**config.mk**
```make
export PLATFORM = sky130hd
export DESIGN_NAME = seq_multiplier
export DESIGN_NICKNAME = d
export VERILOG_FILES = /design/src/rtl/seq_multiplier.sv
export SDC_FILE = /design/constraint.sdc
export NUM_CORES = 1
export LEC_CHECK = 0
export CAP_MARGIN = 15
export CORE_ASPECT_RATIO = 1.25
export CORE_UTILIZATION = 51
export DETAILED_ROUTE_END_ITERATION = 6
export GPL_TIMING_DRIVEN = 1
export MAX_ROUTING_LAYER = met4
export PLACE_DENSITY_LB_ADDON = 0.12
export SYNTH_ARGS = -nofsm -noshare
export SYNTH_HDL_FRONTEND = slang
export SYNTH_SLANG_ARGS = --single-unit
```
**constraint.sdc**
```tcl
create_clock -name clk -period 3.35 [get_ports clk]
set_clock_uncertainty 0.05 [all_clocks]
set_input_delay 0.67 -clock clk [delete_from_list [all_inputs] [get_ports clk]]
set_output_delay 0.67 -clock clk [all_outputs]
set_load 0.05 [all_outputs]
```
**src/rtl/seq_multiplier.sv**
```systemverilog
// seq_multiplier
//   Sequential shift-add multiplier. One WIDTH x WIDTH operand pair is accepted
//   in IDLE. BITS_PER_CYCLE multiplier bits are retired on each BUSY edge, so
//   the product is ready after N = WIDTH/BITS_PER_CYCLE cycles. The full
//   2*WIDTH-bit product is then held in DONE until the consumer accepts it.
//
//   Optional feature: define SEQ_MULTIPLIER_SIGNED_EN to treat a/b as two's
//   complement. Magnitudes are latched, the unsigned iteration runs, and the sum
//   is negated at the final load when the operand signs differ. Latency is the
//   same in both builds.
//
// Ports
//   clk, rst_n          clock (rising edge), asynchronous active-low reset
//   in_valid, in_ready  operand handshake (in_ready high only in IDLE)
//   a, b                multiplicand / multiplier, WIDTH bits
//   out_valid, out_ready product handshake (out_valid high only in DONE)
//   p                   registered product, 2*WIDTH bits, held until next load
//   busy                high while iterating
module seq_multiplier #(
    parameter int WIDTH          = 8,
    parameter int BITS_PER_CYCLE = 1
) (
    input  logic                 clk,
    input  logic                 rst_n,
    input  logic                 in_valid,
    output logic                 in_ready,
    input  logic [WIDTH-1:0]     a,
    input  logic [WIDTH-1:0]     b,
    output logic                 out_valid,
    input  logic                 out_ready,
    output logic [2*WIDTH-1:0]   p,
    output logic                 busy
);

    localparam int N     = WIDTH / BITS_PER_CYCLE;
    localparam int CNT_W = (N > 1) ? $clog2(N + 1) : 1;
    localparam int PW    = 2 * WIDTH;

    generate
        if (WIDTH < 2)
            $error("seq_multiplier: WIDTH must be at least 2");
        if (BITS_PER_CYCLE != 1 && BITS_PER_CYCLE != 2 && BITS_PER_CYCLE != 4)
            $error("seq_multiplier: BITS_PER_CYCLE must be 1, 2 or 4");
        if ((WIDTH % BITS_PER_CYCLE) != 0)
            $error("seq_multiplier: BITS_PER_CYCLE must divide WIDTH");
    endgenerate

    typedef enum logic [1:0] {IDLE, BUSY, DONE} state_t;

    state_t             state;
    logic [WIDTH-1:0]   mcand;
    logic [WIDTH-1:0]   b_shift;
    logic [PW-1:0]      acc;
    logic [CNT_W-1:0]   cnt;

    logic [WIDTH-1:0]   a_op, b_op;
    logic [PW-1:0]      pp, sum, fin;

`ifdef SEQ_MULTIPLIER_SIGNED_EN
    logic               sign;

    // -(-2^(W-1)) wraps back to 2^(W-1), which is the correct magnitude when the
    // W-bit register is read as unsigned.
    always_comb begin
        a_op = a[WIDTH-1] ? -a : a;
        b_op = b[WIDTH-1] ? -b : b;
    end
`else
    always_comb begin
        a_op = a;
        b_op = b;
    end
`endif

    // Partial product for the low BITS_PER_CYCLE multiplier bits, aligned to
    // the weight of the bits being retired on this cycle.
    always_comb begin
        pp  = ({{WIDTH{1'b0}}, mcand} *
               {{(PW-BITS_PER_CYCLE){1'b0}}, b_shift[BITS_PER_CYCLE-1:0]})
              << (32'(cnt) * BITS_PER_CYCLE);
        sum = acc + pp;
`ifdef SEQ_MULTIPLIER_SIGNED_EN
        fin = sign ? -sum : sum;
`else
        fin = sum;
`endif
    end

    always_ff @(posedge clk or negedge rst_n) begin
        if (!rst_n) begin
            state     <= IDLE;
            mcand     <= '0;
            b_shift   <= '0;
            acc       <= '0;
            cnt       <= '0;
            p         <= '0;
            in_ready  <= 1'b1;
            out_valid <= 1'b0;
            busy      <= 1'b0;
`ifdef SEQ_MULTIPLIER_SIGNED_EN
            sign      <= 1'b0;
`endif
        end else begin
            case (state)
                IDLE: begin
                    if (in_valid) begin
                        mcand    <= a_op;
                        b_shift  <= b_op;
                        acc      <= '0;
                        cnt      <= '0;
`ifdef SEQ_MULTIPLIER_SIGNED_EN
                        sign     <= a[WIDTH-1] ^ b[WIDTH-1];
`endif
                        state    <= BUSY;
                        in_ready <= 1'b0;
                        busy     <= 1'b1;
                    end
                end
                BUSY: begin
                    acc     <= sum;
                    b_shift <= b_shift >> BITS_PER_CYCLE;
                    cnt     <= cnt + CNT_W'(1);
                    if (cnt == CNT_W'(N - 1)) begin
                        p         <= fin;
                        state     <= DONE;
                        busy      <= 1'b0;
                        out_valid <= 1'b1;
                    end
                end
                DONE: begin
                    if (out_ready) begin
                        state     <= IDLE;
                        out_valid <= 1'b0;
                        in_ready  <= 1'b1;
                    end
                end
                default: begin
                    state     <= IDLE;
                    in_ready  <= 1'b1;
                    out_valid <= 1'b0;
                    busy      <= 1'b0;
                end
            endcase
        end
    end

endmodule

```
Run 1, signal wires on met1:
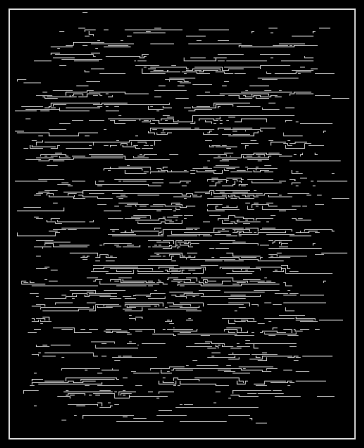
426 nets have wire on it. The wires run mostly horizontal. The layer holds 44% of the routed length. The layer carries 3,390 µm of wire. The longest straight run is 22.1 µm.
routing usage on met1: 0.308
WL final: 7680 µm
routed via count: 2,931

Run 1, signal wires on met2:
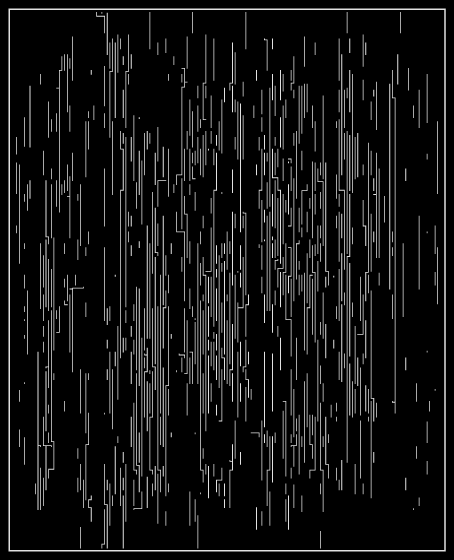
The layer carries 3,830 µm of wire. 404 nets have wire on it.
met2 usage: 0.402

Run 1, M3 wires:
Bar = 20 µm.
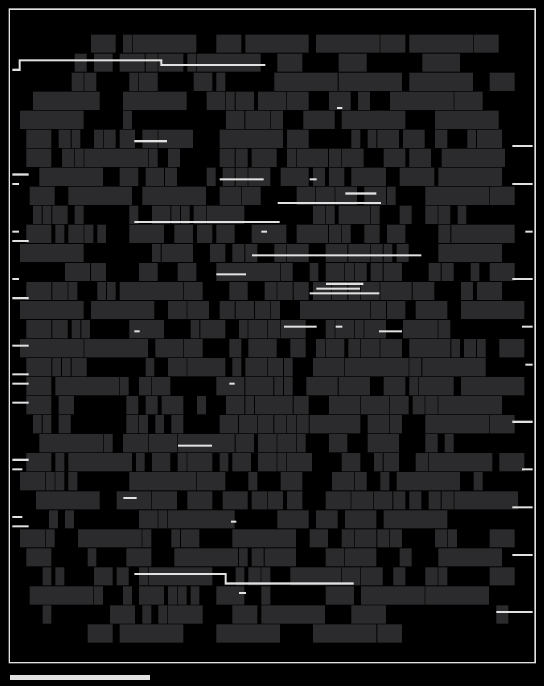
The wires run mostly horizontal. The layer carries 232 µm of wire.

Run 1, M4 wires:
Bar = 20 µm.
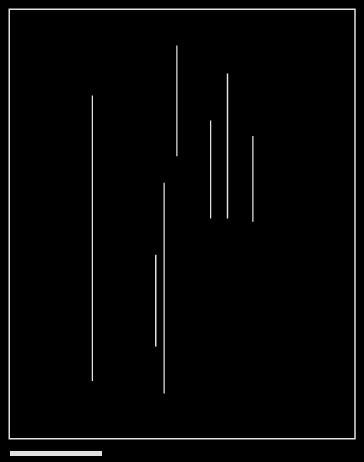
6 nets have wire on it. The longest straight run is 61.9 µm. The layer holds 2.9% of the routed length. The layer carries 222 µm of wire.

[run 1: cells in the final DEF (no fill, tap or decap), types with 5 or more instances in the layout]
cell type        count
nor3_1               6
mux2_2               8
o21ai_0             25
nand2_1             64
mux2i_1              8
clkbuf_8            11
inv_1                9
clkdlybuf4s50_1     37
xnor2_1              7
xor2_1               5
nor2_1              27
o22ai_1             11
a21oi_1             12
nand3_1             19
dfrtp_1             55
ha_1                15
a21o_1               6
buf_4               30
o21ai_1              6
[run 1: synthesized netlist by cell type (8+ instances only)]
cell,number,area (µm²)
clkbuf_1,17,63.8
a21oi_1,15,75.1
inv_1,9,33.8
o21ai_0,27,135
o22ai_1,11,68.8
mux2i_1,8,80.1
nor2_1,27,101
nand2_1,64,240
ha_1,16,200
mux2_2,11,124
nand3_1,19,95.1
dfrtp_1,56,1400
==> results_dict.tcl, run 1 <==
# metrics dict for downstream scripts
set metrics [dict create \
    avgViaCountPerCell 5.59 \
    endpoint_kind "flop" \
    warning_count 27 \
    sh_comb_area 0.450 \
    cp_slowest_cell "mux4_1" \
    worst_slew_pin_slew_ns 0.985 \
    fp_util 0.540 \
    area_growth_syn_to_layout_pct 26.5 \
    clockPowerShare 0.115 \
    hold_viol 0 \
    grt_start_max_net_pins 46 \
    clock_sinks 57 \
    hold_slack_ns 0.425 \
    ios 39 \
    met3_usage 0.0593 \
    wl_met3_um 232 \
    power_frac_comb 0.632 \
    power.sequential.total_mw 1.26 \
    endpoint "acc[14]$_DFFE_PN0P_" \
    ir_drop_v 0.000571 \
    crit_type "reg2reg" \
    post-place-ws_ns -0.103 \
    cellPowerDensity_mw_per_mm2 1160 \
    drive_gt1_frac 0.171 \
    nClkBuffers 13 \
    layout.nets 471 \
    ys_cells 374 \
    final-clk-cell-share 0.0405 \
    cts_tree "built" \
    clockBufferDepth 2 \
    crit_family "AND-OR/OR-AND gates" \
    synthDistinctLibCells 51 \
    overflow 0 \
    synth.avg_cell_area_um2 9.08 \
    logic_area_mm2 0.00193 \
    hold_path_class "reg2reg" \
    die_y_um 93.2 \
    syn_area_mm2 0.00339 \
    seq_area_frac 0.333 \
    fmax_ghz 0.310 \
    dpl.cell_count 501 \
    antenna_found_initial 0 \
    clk_pin_slew_ns 0.06 \
    route.detailed.drc 0 \
    reg2regPathDepth 11 \
    wl_met1_um 3390 \
    r2r_end "acc[14]$_DFFE_PN0P_" \
    taps 85 \
    rsz0062_at_grt "true" \
    finalSetupViolCount 0 \
    ff2ff_setup_slack_ns 0.12 \
    ys_sh_simple 0.192 \
    outcome "finished, final reports clean" \
    min-delay-start "p[2]$_DFFE_PN0P_" \
    worstSetupStartpointType "flop" \
]
==> run 1 -> run 2 <==
--- a/config.mk
+++ b/config.mk
@@ -8,6 +8,7 @@
 export CAP_MARGIN = 15
 export CORE_ASPECT_RATIO = 1.25
 export CORE_UTILIZATION = 51
+export CTS_BUF_LIST = sky130_fd_sc_hd__clkbuf_4 sky130_fd_sc_hd__clkbuf_8
 export DETAILED_ROUTE_END_ITERATION = 6
 export GPL_TIMING_DRIVEN = 1
 export MAX_ROUTING_LAYER = met4
==> run 2 against run 1 <==
Compared with the run above:
- flip-flop count stayed put
- synthesized area unchanged
- non-clock buffer count shrank 2
- worst setup slack better by 0.0049 ns
- clock power grew 3%
- global-route usage is the same
- final cell count down 0.38%
- die size stayed put
- largest cell class unchanged
==> results_dict.tcl, run 2 <==
# metrics dict for downstream scripts
set metrics [dict create \
    crit_family "AND-OR/OR-AND gates" \
    overflow 0 \
    fmax_ghz 0.310 \
    clock_sinks 57 \
    synth-edff-count 0 \
    crit_buf_inv 2 \
    cellPowerDensity_mw_per_mm2 1160 \
    die_y_um 93.2 \
    yosysTopAreaCell "dfrtp_1" \
    num_rows 32 \
    drive_gt1_frac 0.172 \
    logic_area_mm2 0.00192 \
    cts_tree "built" \
    power.sequential.total_mw 1.27 \
    synthDistinctLibCells 51 \
    area_growth_syn_to_layout_pct 26.0 \
    setup.worst_path.start "cnt[0]$_DFFE_PN0P_" \
    whs_path_depth 2 \
    core_area_mm2 0.00629 \
    outcome "finished, final reports clean" \
    dpl.cell_count 501 \
    cp_slowest_cell "dfrtp_2" \
    hold_path_class "reg2reg" \
    grt_use_total 0.253 \
    synth.avg_cell_area_um2 9.08 \
    worstSetupStartpointType "flop" \
    reg2regPathDepth 14 \
    ant_nets 0 \
    synth.most_common_cell "nand2_1" \
    drtPass1Iterations 4 \
    ys_cells 374 \
    clockBufferDepth 2 \
    clockPowerShare 0.118 \
    ios 39 \
    avgViaCountPerCell 5.63 \
    rsz0062_at_grt "true" \
    final_layout_top_logic_cells "nand2_1 (64), dfrtp_1 (55), clkdlybuf4s50_1 (37)" \
    fin_ws_ns 0.127 \
    drt_iter0_drc 127 \
    worst_slew_pin_slew_ns 0.993 \
    fp_util 0.540 \
    layout.nets 469 \
    synthTopCellsByCount "nand2_1 (64), dfrtp_1 (56), nor2_1 (27), o21ai_0 (27), nand3_1 (19)" \
    grt_start_max_net_pins 46 \
    endpoint "acc[15]$_DFFE_PN0P_" \
    ys_sh_simple 0.192 \
    synth_top_area_share 0.413 \
    crit_type "reg2reg" \
    power_frac_comb 0.627 \
    endpoint_kind "flop" \
    post-place-ws_ns -0.103 \
    p_seq_frac 0.254 \
    slew_headroom 0.336 \
    r2r_end "acc[15]$_DFFE_PN0P_" \
    clk_pin_slew_ns 0.06 \
    yosys-top-cells-area "dfrtp_1 (41%), nand2_1 (7.1%), ha_1 (5.9%)" \
    worstPathMaxFanout 5 \
    totalPowerFinal_mw 4.97 \
    design_area_mm2 0.00428 \
    crit_cells 14 \
    place_area_mm2 0.00397 \
    fp_nets 411 \
    route.detailed.drc 0 \
    hold_slack_ns 0.425 \
    finalSetupViolCount 0 \
    ff2ff_setup_slack_ns 0.13 \
    hold_viol 0 \
    arrival_ns 3.39 \
    post_cts_buffers 0 \
    antenna_found_initial 0 \
    ctsResizeCount 4 \
    power-top-group "combinational logic" \
    warning_count 27 \
    ir_drop_v 0.000576 \
    syn_area_mm2 0.00339 \
    ys_sh_xor 0.0310 \
    layout_top_cell "nand2_1" \
    min-delay-start "p[2]$_DFFE_PN0P_" \
]
run 2: cell count changes in the layout (fill, tap and decap cells not counted):
cell,delta
and3_1,+1
and3_4,-1
buf_4,-2
clkbuf_1,-2
clkbuf_4,+2
mux4_1,-1
mux4_2,+1
run 2: cell type report:
cell class	count	area share
Sequential cell	57	0.334
Multi-Input combinational cell	287	0.450
Clock inverter	3	0.00351
Clock buffer	13	0.0389
Timing Repair Buffer	67	0.140
Tap cell	85	0.0249
Inverter	10	0.00965
run 2: metal layers:
layer / global-route usage / up-vias / routed length (µm)
li1: - / 1463 / -
met1: 0.307 / 1386 / 3380
met2: 0.402 / 71 / 3810
met3: 0.0593 / 20 / 251
met4: 0.102 / 0 / 223
met5: - / - / 0
Run 2, routing congestion map:
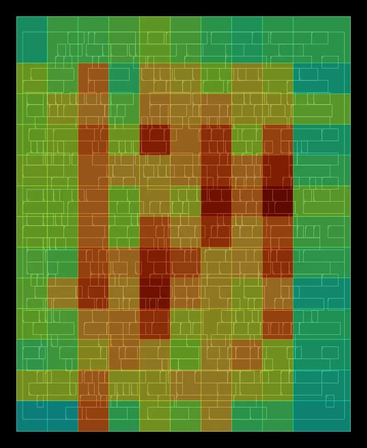
Final Util: 0.681
met2 usage: 0.402
busiest grt layer: met2
met3 Track Usage GR: 0.0593

Run 2, M4 wires:
Bar = 20 µm.
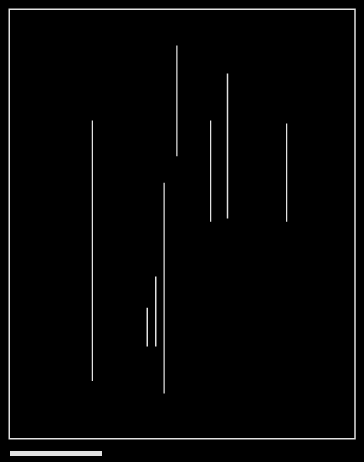
routed via count: 2,940
WL final: 7670 µm

No activity file was given, so power comes from the tool's default toggle rates.
